==> src/rtl/block_checker_nd.sv <==
// Streaming "begin"/"end" nesting checker with tentative depth update, sticky over/underflow error.
// Latency: 1 cycle from accepting edge to depth/err/result; no backpressure, every valid beat is consumed.
module block_checker_nd #(
    parameter int MAX_DEPTH = 15,
    parameter int DEPTH_W   = 4,
    parameter int WS_EXT    = 0
) (
    input  logic               clk,
    input  logic               reset,
    input  logic               in_valid,
    input  logic [7:0]         in,
    output logic [DEPTH_W-1:0] depth,
    output logic               err,
    output logic               result
);

    if (MAX_DEPTH < 1 || MAX_DEPTH > (1 << DEPTH_W) - 1) begin : g_bad_max_depth
        $error("block_checker_nd: MAX_DEPTH must lie in 1..2^DEPTH_W-1");
    end

    localparam logic [DEPTH_W-1:0] MAX_D = DEPTH_W'(MAX_DEPTH);

    typedef enum logic [3:0] {
        IDLE = 4'd0,
        B1   = 4'd1,
        B2   = 4'd2,
        B3   = 4'd3,
        B4   = 4'd4,
        BN   = 4'd5,
        E1   = 4'd6,
        E2   = 4'd7,
        EN   = 4'd8,
        SKIP = 4'd9
    } state_t;

    state_t             state_q, state_d;
    logic [DEPTH_W-1:0] depth_q, depth_d;
    logic               err_q, err_d;
    logic               pend_up_q, pend_up_d;
    logic               pend_dn_q, pend_dn_d;
    logic               pend_err_q, pend_err_d;

    logic       is_delim;
    logic [7:0] lc;
    logic       go_inc, go_dec, commit, revert;

    // Folding bit 5 lowercases letters; delimiters are tested on the raw byte.
    assign lc = in | 8'h20;

    always_comb begin
        is_delim = (in == 8'h20);
        if (WS_EXT != 0) begin
            is_delim = is_delim || (in == 8'h09) || (in == 8'h0A) || (in == 8'h0D);
        end
    end

    always_comb begin
        state_d = state_q;
        go_inc  = 1'b0;
        go_dec  = 1'b0;
        commit  = 1'b0;
        revert  = 1'b0;
        if (in_valid) begin
            if (is_delim) begin
                state_d = IDLE;
                commit  = (state_q == BN) || (state_q == EN);
            end else begin
                state_d = SKIP;
                case (state_q)
                    IDLE: begin
                        if (lc == "b")      state_d = B1;
                        else if (lc == "e") state_d = E1;
                    end
                    B1: if (lc == "e") state_d = B2;
                    B2: if (lc == "g") state_d = B3;
                    B3: if (lc == "i") state_d = B4;
                    B4: begin
                        if (lc == "n") begin
                            state_d = BN;
                            go_inc  = 1'b1;
                        end
                    end
                    E1: if (lc == "n") state_d = E2;
                    E2: begin
                        if (lc == "d") begin
                            state_d = EN;
                            go_dec  = 1'b1;
                        end
                    end
                    BN, EN:  revert = 1'b1;
                    default: state_d = SKIP;
                endcase
            end
        end
    end

    // Depth and pending flags; all frozen once the sticky error is set.
    always_comb begin
        depth_d    = depth_q;
        err_d      = err_q;
        pend_up_d  = pend_up_q;
        pend_dn_d  = pend_dn_q;
        pend_err_d = pend_err_q;
        if (!err_q) begin
            if (go_inc) begin
                if (depth_q < MAX_D) begin
                    depth_d   = depth_q + 1'b1;
                    pend_up_d = 1'b1;
                end else begin
                    pend_err_d = 1'b1;
                end
            end
            if (go_dec) begin
                if (depth_q != '0) begin
                    depth_d   = depth_q - 1'b1;
                    pend_dn_d = 1'b1;
                end else begin
                    pend_err_d = 1'b1;
                end
            end
            if (commit) begin
                pend_up_d  = 1'b0;
                pend_dn_d  = 1'b0;
                pend_err_d = 1'b0;
                if (pend_err_q) err_d = 1'b1;
            end
            if (revert) begin
                if (pend_up_q)      depth_d = depth_q - 1'b1;
                else if (pend_dn_q) depth_d = depth_q + 1'b1;
                pend_up_d  = 1'b0;
                pend_dn_d  = 1'b0;
                pend_err_d = 1'b0;
            end
        end
    end

    always_ff @(posedge clk) begin
        if (!reset) begin
            state_q    <= IDLE;
            depth_q    <= '0;
            err_q      <= 1'b0;
            pend_up_q  <= 1'b0;
            pend_dn_q  <= 1'b0;
            pend_err_q <= 1'b0;
        end else begin
            state_q    <= state_d;
            depth_q    <= depth_d;
            err_q      <= err_d;
            pend_up_q  <= pend_up_d;
            pend_dn_q  <= pend_dn_d;
            pend_err_q <= pend_err_d;
        end
    end

    assign depth  = depth_q;
    assign err    = err_q;
    assign result = (depth_q == '0) && !err_q && !pend_err_q;

endmodule

==> config.mk <==
export PLATFORM = sky130hd
export DESIGN_NAME = block_checker_nd
export DESIGN_NICKNAME = d
export VERILOG_FILES = /design/src/rtl/block_checker_nd.sv
export SDC_FILE = /design/constraint.sdc
export NUM_CORES = 1
export LEC_CHECK = 0
export ABC_CLOCK_PERIOD_IN_PS = 2100
export CELL_PAD_IN_SITES_DETAIL_PLACEMENT = 0
export CELL_PAD_IN_SITES_GLOBAL_PLACEMENT = 1
export CORE_AREA = 4 4 77 50
export DETAILED_ROUTE_END_ITERATION = 8
export DIE_AREA = 0 0 81 54
export GPL_TIMING_DRIVEN = 0
export PLACE_DENSITY_LB_ADDON = 0.1
export SLEW_MARGIN = 15
export SYNTH_ARGS = -nofsm -noshare
export SYNTH_HDL_FRONTEND = slang
export SYNTH_SLANG_ARGS = --single-unit
==> constraint.sdc <==
create_clock -name clk -period 2.1 [get_ports clk]
set_input_delay 0.42 -clock clk [delete_from_list [all_inputs] [get_ports clk]]
set_output_delay 0.42 -clock clk [all_outputs]
set_load 0.02 [all_outputs]
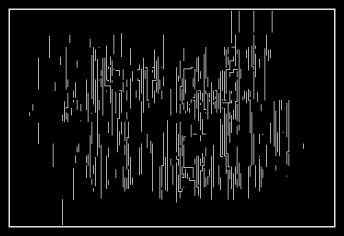
m2.png
Scale: 4 px per um.
main direction: vertical
wire length on this layer: 1,400 um
share of all routed wire: 38%
longest straight run: 24.1 um
nets with wire on the layer: 170

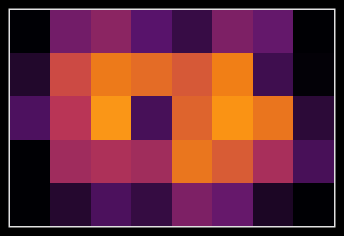
util_map.png
Scale: 4 px per um. 8 x 5 tiles, from black (low) to pale yellow (high), 0 to 100% covered.
mean over tiles: 34%
fullest tile: 77%
emptiest ninth of the die: bottom left

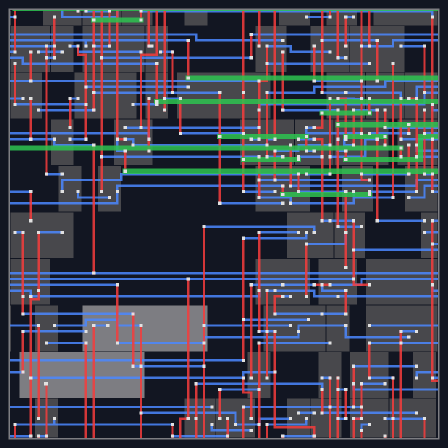
closeup.png
Window x 28 to 53, y 14 to 39 um. Cells in gray, sequential cells in the stronger gray; small squares are vias.
legend:
  green:
    layer: M3
  blue:
    layer: M1
  red:
    layer: M2
cells with their middle in the window: 49
most frequent: nand2_1 (8), a31oi_1 (5), nor2_1 (3)
netlist names of flops here include: state_q (2)
sequential cells in the window: 2

==> notes.md <==
fresh numbers from the pnr run: Final Hold Vio Count 0, DRT Wirelength 3670 um, standard-cell rows 16, number of vias after detailed routing 1,339, final standard cell area without fillers 1530 sq um, placed cell area 1400 sq um, Largest stage delay, worst path 0.54 ns, worst max-slew margin expressed relative to the limit 68.0%, cells in synth_stat.txt 159, Post-Layout Cell Count 226, DRC 0, number of cells on the critical path 7, run status finished, final reports clean, Final Net Count 195, Worst IR Drop VDD 305 uV, Routed wire per std cell 16.2 um, Min-Delay Endpoint pend_err_q$_SDFFE_PN0N_, proportion of synthesized flip-flops having asynchronous set or reset 0%, relative contribution of the clock network to total power 43.1%, kind of cell adding the most delay to the critical path simple AND/OR/NAND/NOR gates, Worst Reg2Reg Path Length in Cells 7, worst-skew pair later-pin latency 0.24 ns, fraction of power consumed by sequential logic 39.9%, synthesized area per cell 7.44 sq um, Internal 0.444 mW, horizontal extent of the die 81 um, global placement routability congestion 0.863, Seq cells post-synth 12, number of H-tree levels 1, Core Box Area 3160 sq um, tool warnings 29, Synth Seq Share 20.3%, clock input transition at the sequential cells of the worst setup and hold paths 0.05 ns, total congestion overflow 0, top cell type by instance count after synthesis sky130_fd_sc_hd__nand2_1, vias in the first global route 1,205, distinct cell type count after synthesis 56, buffer levels on the longest clock path 2, worst setup path start in[0], wire length of the first global-routing pass 5780 um, clock tree skew after final layout 0.00677 ns, count of buffer and inverter cells on the critical path 1, most used cell along the critical path sky130_fd_sc_hd__nand2_1, Cell Area, Synth 1180 sq um, ant diodes 0, top fanout value on the critical path 8, Tmin final 2.03 ns, TritonCTS clock tree done, commonest cells in the synthesized netlist sky130_fd_sc_hd__nand2_1, sky130_fd_sc_hd__dfxtp_1, sky130_fd_sc_hd__nor2_1, yosys stat area 1180 sq um, transition time of the tightest slew-check pin 0.480 ns, I/O Pins 17, Cell Pwr Density 388 nW/um^2, post-synth top area cell sky130_fd_sc_hd__dfxtp_1, worst flop-to-flop path endpoint depth[2]$_SDFFE_PN0N_, Worst EP required 2.22 ns, largest net degree at the start of global routing 11, net switching power figure 0.149 mW, CTS Buf Count 3
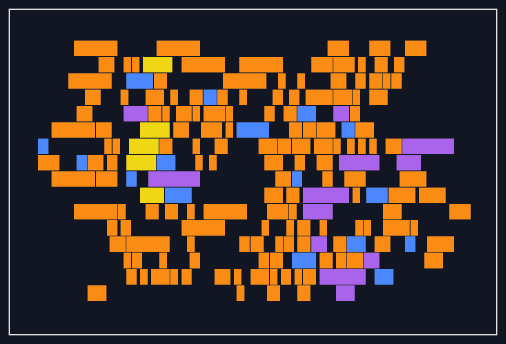
sizing.png
Scale: 6 px per um.
legend:
  blue:
    size: x2
    cells: 16
    share: 8.8%
  yellow:
    size: x6 and larger
    cells: 5
    share: 2.8%
  purple:
    size: x3 and x4
    cells: 12
    share: 6.6%
  orange:
    size: x1 and smaller
    cells: 148
    share: 82%

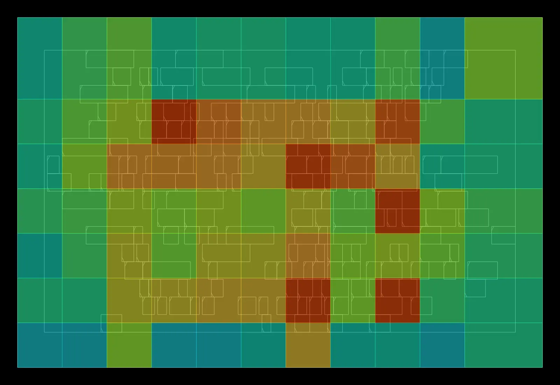
congestion_map.png
overall routing resource usage: 17.2%
post-layout util: 48.3%
global-route layer with the greatest usage: met1
met1 track utilization from global routing: 26.4%
met3 layer usage reported by global route: 4.52%

[what timing repair did]
action / in CTS / in global routing
resized: 12 / 14
pin swaps: 2 / 4
setup buffers: 1 / 1
endpoints found under the setup margin: 7 / 8
[sequential cells by signal, summed over array words and instances (netlist names)]
name        cells
depth           4
state_q         4
err             1
pend_dn_q       1
pend_err_q      1
pend_up_q       1
[power by group through the flow]
stage / clock network, mW / logic [mW] / registers [mW]
3_3_place_gp: 0 / 0.0930 / 0.242
4_1_cts: 0.255 / 0.0947 / 0.237
5_1_grt: 0.265 / 0.109 / 0.238
6_report: 0.256 / 0.101 / 0.237
2_1_floorplan: 0 / 0.0554 / 0.240
3_5_place_dp: 0 / 0.0936 / 0.242
[through the flow]
stage / hold slack (ns) / TNS (ns)
after floorplan: 0.464 / 0
after global placement: 0.479 / -3.17
after detailed placement: 0.492 / -3.44
after CTS: 0.525 / -0.0510
after global routing: 0.576 / -0.0164
final: 0.536 / 0
[routing by layer]
metal | GRT usage (%) | vias up | share of wire (%)
li1 | - | 641 | -
met1 | 26.4 | 640 | 51
met2 | 23.4 | 54 | 38
met3 | 4.52 | 4 | 10
met4 | 3.37 | 0 | 0.65
met5 | 0 | - | 0
[final cells by class]
| type | count | area, sq um |
|---|---|---|
| Fill cell | 348 | 1640 |
| Multi-Input combinational cell | 128 | 915 |
| Sequential cell | 12 | 240 |
| Timing Repair Buffer | 18 | 175 |
| Tap cell | 45 | 56.3 |
| Clock buffer | 4 | 55.1 |
| Buffer | 9 | 48.8 |
| Inverter | 10 | 37.5 |
[kinds of logic after synthesis]
kind of cell | share of synthesized area [%]
AOI/OAI and AO/OA | 26.4
xor gates and xnor gates | 0.740
buffers and inverters | 7.29
and+or+nand+nor | 40.5
adders and majority gates | 2.11
muxes | 2.64
DFF | 20.3
Power and IR drop assume default switching activity.
